Run 1, wiring heat map:
Drawn at 2 px/um. The die is cut into 22 by 22 equal tiles; dark purple is low, yellow is high, scaled to the fullest tile. Values are wire area over tile area, all layers added.
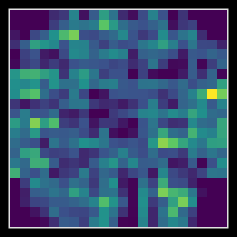
Run 1, layout detail:
Region (39, 39) to (69, 69) um. Cells in gray, sequential cells in the stronger gray; small squares are vias.
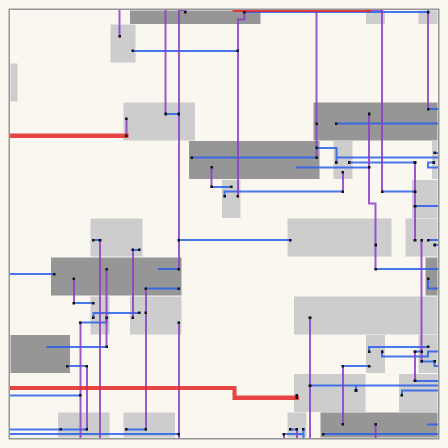
Run 1, placement view:
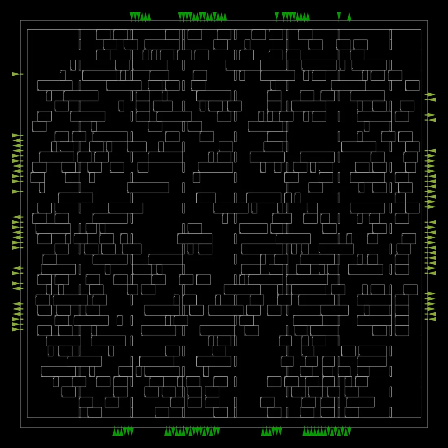
**src/rtl/ex_mem_pipe_reg_pkg.sv**
```systemverilog
// Shared constants for the EX/MEM pipeline register: default widths,
// forwarding-select encodings and the data value loaded on reset/flush.
package ex_mem_pipe_reg_pkg;
  localparam int DW_DEF = 16;
  localparam int RW_DEF = 3;

  localparam logic [1:0] FWD_RF  = 2'b00;
  localparam logic [1:0] FWD_MEM = 2'b10;
  localparam logic [1:0] FWD_WB  = 2'b01;

  localparam logic [15:0] RST_DATA = 16'h0000;
endpackage

```
**src/rtl/ex_mem_pipe_reg_forward_unit.sv**
```systemverilog
// EX operand forwarding selector: picks the newest in-flight producer of each
// source register, EX/MEM before MEM/WB; r0 is never forwarded.
module forward_unit
  import ex_mem_pipe_reg_pkg::*;
#(
  parameter int RW = RW_DEF
) (
  input  logic          regWrite_pipe_3,
  input  logic          valid_pipe_3,
  input  logic [RW-1:0] write_reg_pipe_3,
  input  logic          regWrite_pipe_4,
  input  logic [RW-1:0] write_reg_pipe_4,
  input  logic [RW-1:0] rs_ex,
  input  logic [RW-1:0] rt_ex,
  output logic [1:0]    fwd_a,
  output logic [1:0]    fwd_b
);
  logic mem_hit_ok, wb_hit_ok;

  assign mem_hit_ok = regWrite_pipe_3 && valid_pipe_3 && (write_reg_pipe_3 != '0);
  assign wb_hit_ok  = regWrite_pipe_4 && (write_reg_pipe_4 != '0);

  function automatic logic [1:0] sel(input logic [RW-1:0] src);
    if (mem_hit_ok && (write_reg_pipe_3 == src))     sel = FWD_MEM;
    else if (wb_hit_ok && (write_reg_pipe_4 == src)) sel = FWD_WB;
    else                                             sel = FWD_RF;
  endfunction

  assign fwd_a = sel(rs_ex);
  assign fwd_b = sel(rt_ex);
endmodule

```
**src/rtl/ex_mem_pipe_reg.sv**
```systemverilog
// EX/MEM pipeline register: captures execute results for the memory stage,
// resolves taken branches and hosts the EX forwarding selector.
module ex_mem_pipe_reg
  import ex_mem_pipe_reg_pkg::*;
#(
  parameter int DW = DW_DEF,
  parameter int RW = RW_DEF
) (
  input  logic          clk,
  input  logic          rst,
  input  logic          stall,
  input  logic          flush,
  input  logic          valid_ex,
  input  logic [DW-1:0] branch_target,
  input  logic          zero,
  input  logic [DW-1:0] aluResult,
  input  logic [RW-1:0] write_reg_ex,
  input  logic [DW-1:0] store_data_ex,
  input  logic          branch_ex,
  input  logic          memRead_ex,
  input  logic          memWrite_ex,
  input  logic          regWrite_ex,
  input  logic          memToReg_ex,
  input  logic [RW-1:0] rs_ex,
  input  logic [RW-1:0] rt_ex,
  input  logic          regWrite_pipe_4,
  input  logic [RW-1:0] write_reg_pipe_4,
  output logic          valid_pipe_3,
  output logic [DW-1:0] branch_target_pipe_3,
  output logic [DW-1:0] aluResult_pipe_3,
  output logic [DW-1:0] store_data_pipe_3,
  output logic          zero_pipe_3,
  output logic [RW-1:0] write_reg_pipe_3,
  output logic          memRead_pipe_3,
  output logic          memWrite_pipe_3,
  output logic          regWrite_pipe_3,
  output logic          memToReg_pipe_3,
  output logic          pc_src,
  output logic          flush_front,
  output logic [1:0]    fwd_a,
  output logic [1:0]    fwd_b
);
  localparam logic [DW-1:0] ZD = DW'(RST_DATA);

  logic branch_pipe_3;
  logic taken_done;

  always_ff @(posedge clk or posedge rst) begin
    if (rst) begin
      valid_pipe_3         <= 1'b0;
      branch_target_pipe_3 <= ZD;
      aluResult_pipe_3     <= ZD;
      store_data_pipe_3    <= ZD;
      zero_pipe_3          <= 1'b0;
      write_reg_pipe_3     <= '0;
      branch_pipe_3        <= 1'b0;
      memRead_pipe_3       <= 1'b0;
      memWrite_pipe_3      <= 1'b0;
      regWrite_pipe_3      <= 1'b0;
      memToReg_pipe_3      <= 1'b0;
      taken_done           <= 1'b0;
    end else if (flush) begin
      valid_pipe_3         <= 1'b0;
      branch_target_pipe_3 <= ZD;
      aluResult_pipe_3     <= ZD;
      store_data_pipe_3    <= ZD;
      zero_pipe_3          <= 1'b0;
      write_reg_pipe_3     <= '0;
      branch_pipe_3        <= 1'b0;
      memRead_pipe_3       <= 1'b0;
      memWrite_pipe_3      <= 1'b0;
      regWrite_pipe_3      <= 1'b0;
      memToReg_pipe_3      <= 1'b0;
      taken_done           <= 1'b0;
    end else if (stall) begin
      // Held entry: remember a redirect already issued so it is not repeated.
      taken_done <= taken_done | pc_src;
    end else begin
      valid_pipe_3         <= valid_ex;
      branch_target_pipe_3 <= branch_target;
      aluResult_pipe_3     <= aluResult;
      store_data_pipe_3    <= store_data_ex;
      zero_pipe_3          <= zero;
      write_reg_pipe_3     <= write_reg_ex;
      // Bubbles carry no side effects downstream.
      branch_pipe_3        <= branch_ex   & valid_ex;
      memRead_pipe_3       <= memRead_ex  & valid_ex;
      memWrite_pipe_3      <= memWrite_ex & valid_ex;
      regWrite_pipe_3      <= regWrite_ex & valid_ex;
      memToReg_pipe_3      <= memToReg_ex & valid_ex;
      taken_done           <= 1'b0;
    end
  end

  assign pc_src      = valid_pipe_3 & branch_pipe_3 & zero_pipe_3 & ~stall & ~taken_done;
  assign flush_front = pc_src;

  forward_unit #(.RW(RW)) u_fwd (
    .regWrite_pipe_3 (regWrite_pipe_3),
    .valid_pipe_3    (valid_pipe_3),
    .write_reg_pipe_3(write_reg_pipe_3),
    .regWrite_pipe_4 (regWrite_pipe_4),
    .write_reg_pipe_4(write_reg_pipe_4),
    .rs_ex           (rs_ex),
    .rt_ex           (rt_ex),
    .fwd_a           (fwd_a),
    .fwd_b           (fwd_b)
  );
endmodule
```
**config.mk**
```make
export PLATFORM = sky130hd
export DESIGN_NAME = ex_mem_pipe_reg
export DESIGN_NICKNAME = d
export VERILOG_FILES = /design/src/rtl/ex_mem_pipe_reg_pkg.sv /design/src/rtl/ex_mem_pipe_reg_forward_unit.sv /design/src/rtl/ex_mem_pipe_reg.sv
export SDC_FILE = /design/constraint.sdc
export NUM_CORES = 1
export LEC_CHECK = 0
export CELL_PAD_IN_SITES_DETAIL_PLACEMENT = 1
export CELL_PAD_IN_SITES_GLOBAL_PLACEMENT = 2
export CORE_MARGIN = 1.5
export CORE_UTILIZATION = 23
export DETAILED_ROUTE_END_ITERATION = 8
export GPL_TIMING_DRIVEN = 1
export PLACE_DENSITY_LB_ADDON = 0.05
export RECOVER_POWER = 50
export SKIP_CTS_REPAIR_TIMING = 1
export SLEW_MARGIN = 20
export SYNTH_ARGS = -nofsm -noshare
export SYNTH_HDL_FRONTEND = slang
export SYNTH_SLANG_ARGS = --single-unit
export TNS_END_PERCENT = 10
```
**constraint.sdc**
```tcl
create_clock -name clk -period 2.4 [get_ports clk]
set_clock_uncertainty 0.1 [all_clocks]
set_input_delay 0.36 -clock clk [delete_from_list [all_inputs] [get_ports clk]]
set_output_delay 0.36 -clock clk [all_outputs]
set_load 0.05 [all_outputs]
```
==> impl_metrics.ini, run 1 <==
; generated from flow reports
[finish]
buffer_area_share_pct = 32.63
nNonClkBuffers = 140
largestClassByArea = sequential cells
lay_top_count = clkdlybuf4s50_1
drive_gt1_share_pct = 8.939
final_core_util_pct = 40.00
flop_area_um2 = 1478
nFillCells = 1190
clock_cell_area_share_pct = 5.568
layout.nets = 425
antenna-diode-count = 0
design_area_um2 = 4337
lay_top_cells = clkdlybuf4s50_1, nor2_1, dfrtp_1, mux2i_1, clkbuf_8
multi_input_comb_cells = 142
area_growth_pct = 69.40

[min_path]
hold_path_class = primary input to register
hold_path_depth = 3
hold_path_startpoint = stall
hold_end = taken_done

[global_route]
grt_usage_pct = 13.47
antenna_found_initial = 0
grtUsageMet3_pct = 4.702
grt_max_degree = 36
grt_pass1_vias = 2351
grt-busiest-layer = met2
use_met1_pct = 16.81
grt_pass1_wl_um = 12190
use_met2_pct = 22.19

[power_and_ir_drop]
pg_clk_mw = 1.11
intPower_mw = 2.028
switchingPower_uw = 786.6
p_sw_share_pct = 27.95
power_mw = 2.815
pwr-share-seq_pct = 38.5
p_clk_share_pct = 39.6
powerDensity_nw_per_um2 = 649.0

[logic_synthesis]
mappedNetlistNets = 289
top_area_share_pct = 57.67
syn_area_um2 = 2560
ys_seq_share_pct = 57.67
ys_chip_area_um2 = 2560
syn_inst = 217
top_area_cell = dfrtp_1
xor_share_pct = 4.106
synthTopLogicFamily = multiplexers
ys.flops = 59
yosysUniqueCellTypes = 20
synth.area.top_cells = dfrtp_1, mux2i_1, nor2_1
synth_warnings = 0
simple_gate_share_pct = 11.58
yosys.area_share.aoi_pct = 2.884
synth-async-reset-ratio_pct = 100.0

[setup_path]
reg2reg_to = write_reg_pipe_3[0]
cp_slowest_cell = dfrtp_1
critical_path_class = register to output pin
cp.arrival_ns = 1.75
reg2reg_depth = 2
max_stage_delay_ns = 0.49
worst-path-max-fanout = 5
endpoint = fwd_b[0]
cp_cell_sequence = o311ai_4 > nor4_4 > nor3_2 > buf_12
crit_start = write_reg_pipe_3[0]
startpoint_type = register
cp_top_family = flip-flops

[clock_network]
clk_latency_ns = 0.32
numClockSinks = 59
clockBufferDepth = 2
cts_tree = yes
htreeDepth = 3
cts-root-buf = clkbuf_8

[drt]
wl_met2_um = 3579
wl_per_cell_um = 15.05
via_per_inst = 4.293
routed.top_layer = met4
firstDrtPassIters = 4
drc = 0
drtIter0Drc = 50
drt_wl_total_um = 7493

[placement]
gp_congestion = 0.7128
dpl.hpwl_um = 5418
dpl.cell_count = 482
numPortBuffers = 134
place_area_um2 = 4119

[flow_run]
warnings = 26
drv_cap = 0

[final_timing]
hold_viol_final = 0
layout_setup_ws_ns = 0.1895
tightest_slew_ns = 1.171
slew_viol_final = 0
setup_viol_count_final = 0
finalSetupTns_ns = 0
finalClockPeriodUsage_pct = 92.11
worst_hold_slack_ns = 0.3771
period_needed_ns = 2.211
grt_setup_unrepaired = false

[die]
die_w_um = 108.5
fp_util_pct = 23.61

[status]
outcome = finished clean
Notes on 'wiring heat map' above:
The mean over all tiles is 0.10. The densest ninth of the die: right middle. 12% of the tiles are over half the peak.

Notes on 'layout detail' above:
Blue is metal 1. Red is metal 3. Purple is metal 2.
20 logic cells have their middle in the window. Sequential cells in the window: 4. Most frequent: nor2_1 (4), dfrtp_1 (4), clkdlybuf4s50_1 (4).

Notes on 'placement view' above:
Core Area: 10,840 um2
Seq cells: 59
Final Non-Filler Cells: 498
Seq area share: 34.07%
Tap Count: 140

## Run 2: what changed since run 1
--- a/config.mk
+++ b/config.mk
@@ -13,8 +13,8 @@
 export GPL_TIMING_DRIVEN = 1
 export PLACE_DENSITY_LB_ADDON = 0.05
 export RECOVER_POWER = 50
+export SETUP_SLACK_MARGIN = 0.4
 export SKIP_CTS_REPAIR_TIMING = 1
-export SLEW_MARGIN = 20
 export SYNTH_ARGS = -nofsm -noshare
 export SYNTH_HDL_FRONTEND = slang
 export SYNTH_SLANG_ARGS = --single-unit
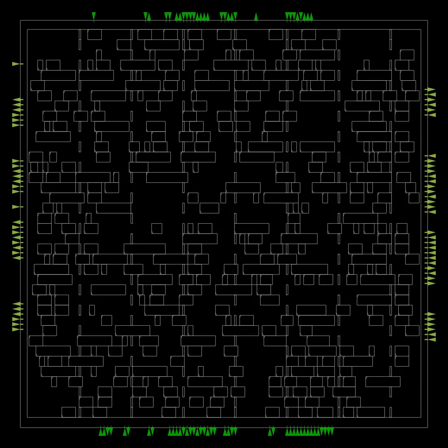
Run 2: placement view
# rows: 38
Final Non-Filler Cells: 496

==> run 2 against run 1 <==
Combinational power about the same. Global-route usage is 0.20 points lower. Non-clock buffer count shrank 2. Register-to-register slack better by 0.03 ns. Area after synthesis is the same. Die size stayed put. First-iteration DRC count up 48%. Power shrank 4.3%. Critical path type is now primary input to output pin. Count of clock-buffer cells in the layout is 1 lower. Cell area is 0.55% lower. Synthesized cell count unchanged. Highest routed layer unchanged.
==> impl_metrics.ini, run 2 <==
; generated from flow reports
[global_route]
antenna_found_initial = 0
grt_usage_pct = 13.27
grt_pass1_wl_um = 11740
use_met1_pct = 15.16
grt_pass1_vias = 2324
grt-busiest-layer = met2

[status]
outcome = finished clean

[placement]
dpl.hpwl_um = 5221
place_area_um2 = 4101
dpl.cell_count = 480

[power_and_ir_drop]
pg_clk_uw = 994
power_mw = 2.693
intPower_mw = 1.897
powerDensity_nw_per_um2 = 624.5
pwr-share-seq_pct = 40.2

[logic_synthesis]
synth_warnings = 0
yosysUniqueCellTypes = 20
synthTopLogicFamily = multiplexers
ys.flops = 59
syn_area_um2 = 2560
ys_chip_area_um2 = 2560
top_area_cell = dfrtp_1
syn_inst = 217
mappedNetlistNets = 289
ys_seq_share_pct = 57.67
yosys.area_share.aoi_pct = 2.884
synth.area.top_cells = dfrtp_1, mux2i_1, nor2_1
top_area_share_pct = 57.67

[final_timing]
worst_hold_slack_ns = 0.3981
grt_setup_unrepaired = true
slew_viol_final = 0
setup_viol_count_final = 0
finalSetupTns_ns = 0
finalClockPeriodUsage_pct = 88.03
period_needed_ns = 2.113
tightest_slew_ns = 1.267
hold_viol_final = 0

[clock_network]
numClockSinks = 59
cts-root-buf = clkbuf_8
clk_latency_ns = 0.33
htreeDepth = 3
clockBufferDepth = 2
cts_tree = yes

[finish]
nNonClkBuffers = 138
design_area_um2 = 4313
clock_cell_area_share_pct = 5.048
area_growth_pct = 68.48
lay_top_cells = clkdlybuf4s50_1, nor2_1, dfrtp_1, mux2i_1, clkbuf_8
nFillCells = 1202
multi_input_comb_cells = 142
layout.nets = 423

[drt]
drt_wl_total_um = 7411
firstDrtPassIters = 2
routed.top_layer = met4
wl_per_cell_um = 14.94
via_per_inst = 4.266
drc = 0

[setup_path]
cp_slowest_cell = clkdlybuf4s50_1
cp_top_family = buffers and inverters
reg2reg_depth = 2
startpoint_type = primary input
reg2reg_to = write_reg_pipe_3[2]
critical_path_class = primary input to output pin
worst-path-max-fanout = 2

[min_path]
hold_path_class = primary input to register
hold_path_depth = 3
hold_path_startpoint = stall

[flow_run]
warnings = 28
drv_cap = 0
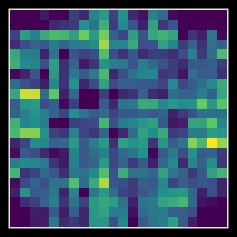
Run 2: wiring heat map
Drawn at 2 px/um. The die is cut into 22 by 22 equal tiles; dark purple is low, yellow is high, scaled to the fullest tile. Values are wire area over tile area, all layers added.
20% of the tiles are over half the peak. 9.3% of the tiles are nearly empty. The fullest tile reaches 0.32.

## Run 3: what changed since run 2
--- a/config.mk
+++ b/config.mk
@@ -10,12 +10,12 @@
 export CORE_MARGIN = 1.5
 export CORE_UTILIZATION = 23
 export DETAILED_ROUTE_END_ITERATION = 8
-export GPL_TIMING_DRIVEN = 1
 export PLACE_DENSITY_LB_ADDON = 0.05
 export RECOVER_POWER = 50
 export SETUP_SLACK_MARGIN = 0.4
 export SKIP_CTS_REPAIR_TIMING = 1
 export SYNTH_ARGS = -nofsm -noshare
 export SYNTH_HDL_FRONTEND = slang
+export SYNTH_HIERARCHICAL = 1
 export SYNTH_SLANG_ARGS = --single-unit
 export TNS_END_PERCENT = 10
==> run 3 against run 2 <==
The run now ends with max-capacitance violations, max-slew violations left. Routed wire length up 1.8%. Via count up 0.14%. Non-clock buffer count up 1. Fmax down 0.28%. Global-route usage down 0.20 points. Cell count down 0.60%. Power up 6.6%. Critical path type unchanged. Largest power group is now the clock network.
==> impl_metrics.ini, run 3 <==
; generated from flow reports
[final_timing]
grt_setup_unrepaired = true
layout_setup_ws_ns = 0.2814
tightest_slew_ns = 1.725
setup_viol_count_final = 0
worst_hold_slack_ns = 0.3182
slew_viol_final = 60
finalSetupTns_ns = 0
hold_viol_final = 0
period_needed_ns = 2.119

[die]
core_area_um2 = 10940
nWellTaps = 140

[global_route]
use_met2_pct = 22.27
grt_usage_pct = 13.06
grt_pass1_vias = 2273
grtUsageMet3_pct = 4.386
grt-busiest-layer = met2
grt_max_degree = 60
antenna_found_initial = 0

[finish]
final_core_util_pct = 40.25
design_area_um2 = 4402
fin_cells = 493
largestClassByArea = sequential cells
clock_cell_area_share_pct = 6.083
layout.nets = 422
nFillCells = 1204
area_growth_pct = 69.05

[status]
outcome = finished with violations
violations = max-capacitance violations, max-slew violations

[drt]
firstDrtPassIters = 4
routed.top_layer = met4
via_per_inst = 4.298
wl_per_cell_um = 15.31
drtIter0Drc = 54
drc = 0

[logic_synthesis]
mappedNetlistNets = 286
top_area_cell = dfrtp_1
xor_share_pct = 4.037
ys_chip_area_um2 = 2604
synth.area.top_cells = dfrtp_1, mux2i_1, nor2_1
yosysUniqueCellTypes = 22
syn_area_um2 = 2604
simple_gate_share_pct = 11.73
ys_seq_share_pct = 56.70
syn_inst = 214
yosys.area_share.aoi_pct = 2.451

[placement]
place_area_um2 = 4123
numPortBuffers = 134
dpl.cell_count = 478
dpl.hpwl_um = 5233

[power_and_ir_drop]
intPower_mw = 2.059
p_clk_share_pct = 40.2
power_mw = 2.872
p_sw_share_pct = 28.31
powerDensity_nw_per_um2 = 652.4

[min_path]
hold_end = write_reg_pipe_3[1]

[setup_path]
cp_top_family = buffers and inverters
reg2reg_to = write_reg_pipe_3[2]
cp_slowest_cell = clkdlybuf4s50_1
critical_path_class = primary input to output pin
worst-path-max-fanout = 2
cp.arrival_ns = 1.66
reg2reg_depth = 2

[clock_network]
cts_tree = yes
clk_latency_ns = 0.32
clockBufferDepth = 2

[flow_run]
drv_cap = 1
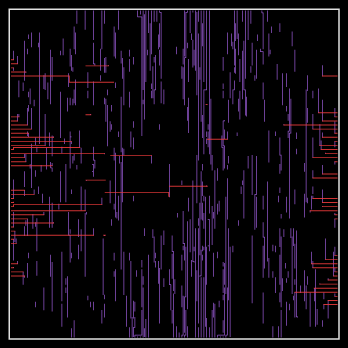
Run 3: signal wires by layer
Drawn at 3 px/um. Only two layers are drawn.
Red is metal 3, wire length 577 um. Purple is metal 2, wire length 3,690 um.

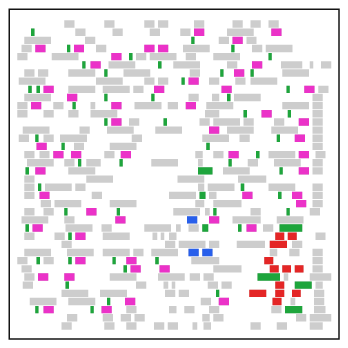
Run 3: selected gate families
Drawn at 3 px/um.
Magenta is mux cells, cells 53, where widely spread. Red is xor and xnor cells, cells 12, where bottom right. Green is nor cells, cells 60, where widely spread. Blue is non-inverting ao/oa cells, cells 3.

No activity file was given, so power comes from the tool's default toggle rates.
